[src/rtl/mc_wb_master.sv]
// WISHBONE classic initiator: turns a request/beat-data handshake into single or
// incrementing-burst cyc/stb cycles, with wait-state insertion, err abort and beat timeout.
module mc_wb_master #(
    parameter int TO_W    = 8,
    parameter int TIMEOUT = 200
) (
    input  logic        clk,
    input  logic        rst,
    input  logic        req_valid,
    output logic        req_ready,
    input  logic        req_we,
    input  logic [31:0] req_addr,
    input  logic [3:0]  req_sel,
    input  logic [3:0]  req_len,
    input  logic        beat_hold,
    input  logic [31:0] wr_data,
    output logic        wr_data_ack,
    output logic [31:0] rd_data,
    output logic        rd_valid,
    output logic        done,
    output logic        done_err,
    output logic [31:0] wb_addr_o,
    output logic [31:0] wb_data_o,
    input  logic [31:0] wb_data_i,
    output logic [3:0]  wb_sel_o,
    output logic        wb_we_o,
    output logic        wb_cyc_o,
    output logic        wb_stb_o,
    input  logic        wb_ack_i,
    input  logic        wb_err_i
);

    typedef enum logic [1:0] {S_IDLE, S_BEAT, S_GAP, S_END} state_t;

    localparam logic [TO_W-1:0] TO_LAST = TO_W'(TIMEOUT - 1);

    state_t          state, state_nxt;
    logic [3:0]      beats_left, beats_left_nxt;
    logic [TO_W-1:0] to_cnt, to_cnt_nxt;
    logic [31:0]     addr_nxt, data_nxt, rd_data_nxt;
    logic [3:0]      sel_nxt;
    logic            we_nxt, cyc_nxt, stb_nxt;
    logic            rd_valid_nxt, wr_ack_nxt, done_nxt, done_err_nxt, req_ready_nxt;
    logic            timeout_hit;

    // The counter value TIMEOUT-1 means this is the TIMEOUT-th strobe cycle without a response.
    assign timeout_hit = (TIMEOUT != 0) && (to_cnt == TO_LAST);

    always_ff @(posedge clk or posedge rst) begin
        if (rst) begin
            state       <= S_IDLE;
            beats_left  <= '0;
            to_cnt      <= '0;
            wb_addr_o   <= '0;
            wb_data_o   <= '0;
            wb_sel_o    <= '0;
            wb_we_o     <= 1'b0;
            wb_cyc_o    <= 1'b0;
            wb_stb_o    <= 1'b0;
            rd_data     <= '0;
            rd_valid    <= 1'b0;
            wr_data_ack <= 1'b0;
            done        <= 1'b0;
            done_err    <= 1'b0;
            req_ready   <= 1'b1;
        end else begin
            state       <= state_nxt;
            beats_left  <= beats_left_nxt;
            to_cnt      <= to_cnt_nxt;
            wb_addr_o   <= addr_nxt;
            wb_data_o   <= data_nxt;
            wb_sel_o    <= sel_nxt;
            wb_we_o     <= we_nxt;
            wb_cyc_o    <= cyc_nxt;
            wb_stb_o    <= stb_nxt;
            rd_data     <= rd_data_nxt;
            rd_valid    <= rd_valid_nxt;
            wr_data_ack <= wr_ack_nxt;
            done        <= done_nxt;
            done_err    <= done_err_nxt;
            req_ready   <= req_ready_nxt;
        end
    end

    // Every output is registered, so this block computes the next value of each register.
    always_comb begin
        state_nxt      = state;
        beats_left_nxt = beats_left;
        to_cnt_nxt     = '0;
        addr_nxt       = wb_addr_o;
        data_nxt       = wb_data_o;
        sel_nxt        = wb_sel_o;
        we_nxt         = wb_we_o;
        cyc_nxt        = wb_cyc_o;
        stb_nxt        = wb_stb_o;
        rd_data_nxt    = rd_data;
        rd_valid_nxt   = 1'b0;
        wr_ack_nxt     = 1'b0;
        done_nxt       = 1'b0;
        done_err_nxt   = 1'b0;
        req_ready_nxt  = req_ready;

        case (state)
            S_IDLE: begin
                if (req_valid && req_ready) begin
                    state_nxt      = S_BEAT;
                    req_ready_nxt  = 1'b0;
                    cyc_nxt        = 1'b1;
                    stb_nxt        = 1'b1;
                    we_nxt         = req_we;
                    addr_nxt       = req_addr;
                    sel_nxt        = req_sel;
                    beats_left_nxt = req_len;
                    if (req_we) begin
                        data_nxt   = wr_data;
                        wr_ack_nxt = 1'b1;
                    end
                end
            end

            S_BEAT: begin
                // err outranks ack; an ack arriving on the timeout cycle still completes the beat.
                if (wb_err_i || (timeout_hit && !wb_ack_i)) begin
                    state_nxt    = S_END;
                    cyc_nxt      = 1'b0;
                    stb_nxt      = 1'b0;
                    we_nxt       = 1'b0;
                    done_nxt     = 1'b1;
                    done_err_nxt = 1'b1;
                end else if (wb_ack_i) begin
                    if (!wb_we_o) begin
                        rd_data_nxt  = wb_data_i;
                        rd_valid_nxt = 1'b1;
                    end
                    if (beats_left == 4'd0) begin
                        state_nxt = S_END;
                        cyc_nxt   = 1'b0;
                        stb_nxt   = 1'b0;
                        we_nxt    = 1'b0;
                        done_nxt  = 1'b1;
                    end else begin
                        beats_left_nxt = beats_left - 4'd1;
                        addr_nxt       = wb_addr_o + 32'd4;
                        if (wb_we_o) begin
                            data_nxt   = wr_data;
                            wr_ack_nxt = 1'b1;
                        end
                        if (beat_hold) begin
                            stb_nxt   = 1'b0;
                            state_nxt = S_GAP;
                        end
                    end
                end else begin
                    to_cnt_nxt = to_cnt + 1'b1;
                end
            end

            S_GAP: begin
                if (!beat_hold) begin
                    stb_nxt   = 1'b1;
                    state_nxt = S_BEAT;
                end
            end

            S_END: begin
                state_nxt     = S_IDLE;
                req_ready_nxt = 1'b1;
            end

            default: state_nxt = S_IDLE;
        endcase
    end

endmodule
[config.mk]
export PLATFORM = sky130hd
export DESIGN_NAME = mc_wb_master
export DESIGN_NICKNAME = d
export VERILOG_FILES = /design/src/rtl/mc_wb_master.sv
export SDC_FILE = /design/constraint.sdc
export NUM_CORES = 1
export LEC_CHECK = 0
export ABC_AREA = 1
export CAP_MARGIN = 20
export CORE_ASPECT_RATIO = 0.75
export CORE_MARGIN = 2
export CORE_UTILIZATION = 41
export CTS_CLUSTER_SIZE = 10
export DETAILED_ROUTE_END_ITERATION = 16
export PLACE_DENSITY_LB_ADDON = 0.05
export SLEW_MARGIN = 30
export SYNTH_ARGS = -nofsm -noshare
export SYNTH_HDL_FRONTEND = slang
export SYNTH_SLANG_ARGS = --single-unit
[constraint.sdc]
create_clock -name clk -period 3.74 [get_ports clk]
set_input_delay 0.748 -clock clk [delete_from_list [all_inputs] [get_ports clk]]
set_output_delay 0.748 -clock clk [all_outputs]
set_load 0.1 [all_outputs]
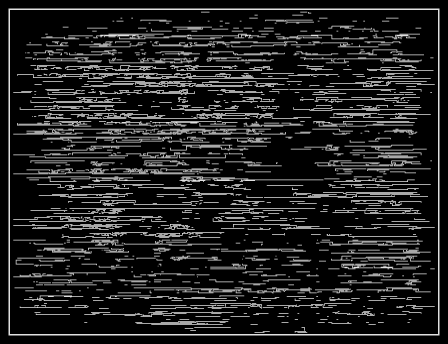
*M1 wires*
longest straight run	84.2 um
main direction	horizontal
share of all routed wire	49%

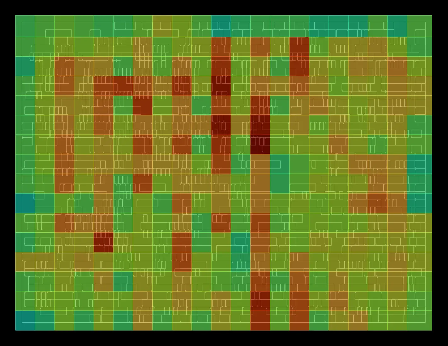
*Congestion heat map*
grt met2 use: 0.342
grt met3 use: 0.0691
most utilized layer in the global route result: met2
global-route met1 utilization: 0.329
aggregate global-route resource usage: 0.231

==> notes.org <==
#+TITLE: Implementation results

** Clock network
- The number of hold buffers added after CTS was 0.
- Clock tree sinks :: around 120
- Number of buffers added by the clock tree synthesis step :: 17
- In this run the clock root is driven by a clkbuf_16.
- In this run, post-CTS repair resized a total of 0 instances.

** Die
- Total die size :: around 0.016 mm^2
- Placeable core region :: 0.0151 mm^2
- Starting utilization of the core area :: 0.416
- I/O pin count :: 219

** Logic synthesis
- Yosys stat counts 870 cells in the synthesized netlist.
- Post-synthesis simple-gate area fraction :: 0.338
- Adder share :: 0.00599
- Cell area after technology mapping :: around 0.0063 mm^2
- Summed over all instances, the cell type with the most area after synthesis is dfrtp_1.
- In this run, the synthesized area fraction spent on xor and xnor cells is recorded as 0.00140.
- For this run, the leading register cell type out of synthesis is dfrtp_1.
- Chip area in the Yosys report :: roughly 0.0063 mm^2
- Most common cell in the synthesized netlist :: nand2_1
- Yosys Warn Count :: 0
- Share of the yosys chip area belonging to registers :: 0.487
- Net count after synthesis :: just under 1k
- For reference, the mux area share after synthesis is 0.
- Counting flops and latches in the post-synthesis netlist gives about 120.
- Gate count after technology mapping :: 870
- The synthesis report gives the async set-or-reset register share as 1.00.

** Finish
- The layout contains a multi-input combinational cell count of 615.
- Measured on the final layout, the clock distribution area share stands at 0.0689.
- The layout has 1384 filler cells.
- Multi-input logic gates represent a cell area share of 0.285.
- The fraction of cell area in sequential cells is reported as 0.330.
- Buffering overhead :: 0.245
- Non-filler cells in the finished layout :: approximately 1.3k
- The layout report lists the combined flip-flop and latch area as about 0.0031 mm^2.

** Final timing
- Headroom to the max-slew limit came out at 0.312.
- Tmin final :: 3060 ps
- After routing, the total negative slack on setup checks comes to 0 ps.
- RSZ-0062 raised after global routing :: false
- Static timing analysis puts the maximum clock frequency at approximately 330 MHz.
- Across all setup checks in the final design, the least slack found is around 680 ps.
- Tightest Pin Transition :: approximately 1000 ps
- Between clock sinks in the finished design, the worst skew comes to 9.80 ps.
- Hold timing on the final database bottoms out at a slack of around 460 ps.

** Setup path
- Worst path slowest cell :: nand2_2
- Depth of the worst register-to-register path :: 12
- Counting buffers and inverters, the worst setup path is 12 cells deep.
- Top fanout value on the critical path :: between 50 and 60
- Most repeated library cell on the critical path :: inv_2
- Broken down by cell family, the worst path's largest delay share belongs to buffers and inverters.
- On the critical path the data arrives at 3370 ps.
- Kind of launch point of the worst setup path :: flip-flop
- In this run the critical register-to-register path is launched from state[1].
- Worst reg2reg path endpoint :: wb_data_o[31]
- The most critical setup path has its endpoint at wb_data_o[31].

** Detailed routing
- Routed len/inst :: roughly 14 um
- Vias :: between 6k and 7k
- DRT Pass-1 Iters :: 5
- Once iteration 0 of detailed routing completed, the report listed about 320 DRC markers.

** GRT
- Maximum number of pins on one net before global-route repair :: roughly 66
- Wire length of the first global-routing pass :: 29600 um
- Recorded from the global router log, the overflow total was 0.
- The initial antenna violation count was 0.

** Worst hold path
- Hold/Removal Path Class :: reg -> reg
- Hold Path Sink :: to_cnt[7]
- Looking at hold timing, the worst path starts from to_cnt[7].
- Hold Path Cell Cnt :: 1

** Placement
- STA on the placed design reports a worst setup slack of just under 700 ps.
- Once placement completed, the tool counted placed cells totaling 1271.
- Summed over all nets, the half-perimeter wirelength after detailed placement is approximately 13000 um.
- Final weighted congestion of routability-driven global placement :: approximately 0.9

** Run status
- The run finished with clean final reports.

** Run
- The tool warning count for the run is 26.
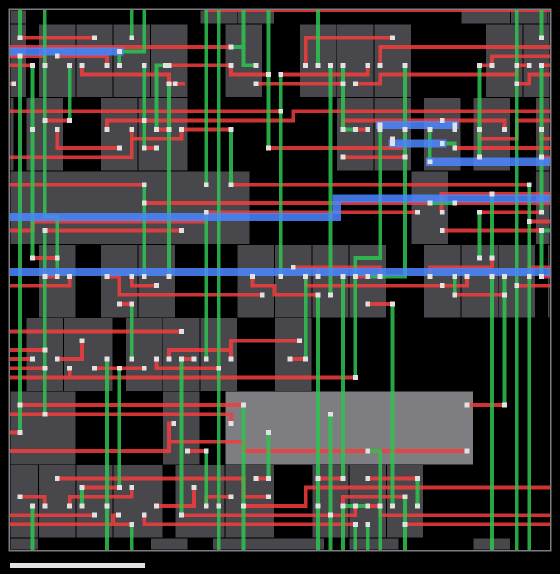
*Close-up of the layout*
Bar = 5 um. Window x 27 to 47, y 73 to 93 um. Cells in grey, sequential cells in the stronger grey; small squares are vias.
colour	layer
red	M1
blue	M3
green	M2
cells with their middle in the window	47
most frequent	nand2_1 (24), nor2_1 (11)
sequential cells in the window	1
netlist names of flops here include	wb_addr_o (1)

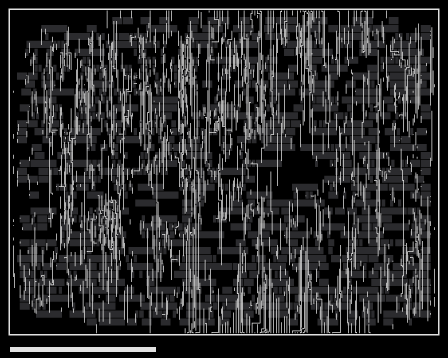
*Met2 routing*
Bar = 50 um.
longest straight run	45.2 um
main direction	vertical
share of all routed wire	42%
nets with wire on the layer	874

## registers in the layout, summed over array words and instances (netlist names), 2 cells and up
| signal | count |
|---|---|
| state | 2 |
| rd_data | 32 |
| beats_left | 4 |
| to_cnt | 8 |
| wb_data_o | 32 |
| wb_addr_o | 32 |
| wb_sel_o | 4 |
## routing by layer
| metal | GRT usage | wire length, um | vias up |
|---|---|---|---|
| met3 | 0.0691 | 1410 | 13 |
| met1 | 0.329 | 8950 | 2717 |
| li1 | - | - | 3109 |
| met5 | 0 | 0 | - |
| met4 | 0.0667 | 164 | 0 |
| met2 | 0.342 | 7670 | 214 |
## cell usage in the layout, fill, tap and decap left out, drive strengths merged, types with 3 or more instances in the layout
| master | netlist | final |
|---|---|---|
| clkinvlp | 0 | 4 |
| bufinv | 0 | 4 |
| nand4 | 4 | 4 |
| a21oi | 14 | 14 |
| o21ai | 64 | 64 |
| nand2 | 364 | 364 |
| ha | 3 | 3 |
| buf | 23 | 9 |
| dfrtp | 121 | 121 |
| clkbuf | 6 | 19 |
| or2 | 3 | 3 |
| nand3 | 41 | 41 |
| inv | 104 | 104 |
| nor2 | 108 | 108 |
| clkdlybuf4s50 | 0 | 216 |
| nor3 | 5 | 5 |
| clkinv | 0 | 5 |
## through the flow
stage	area, um^2	utilization
final	9240	0.613
after global routing	9240	0.613
after CTS	9250	0.614
after detailed placement	8610	0.571
after global placement	8610	0.571
after floorplan	6270	-
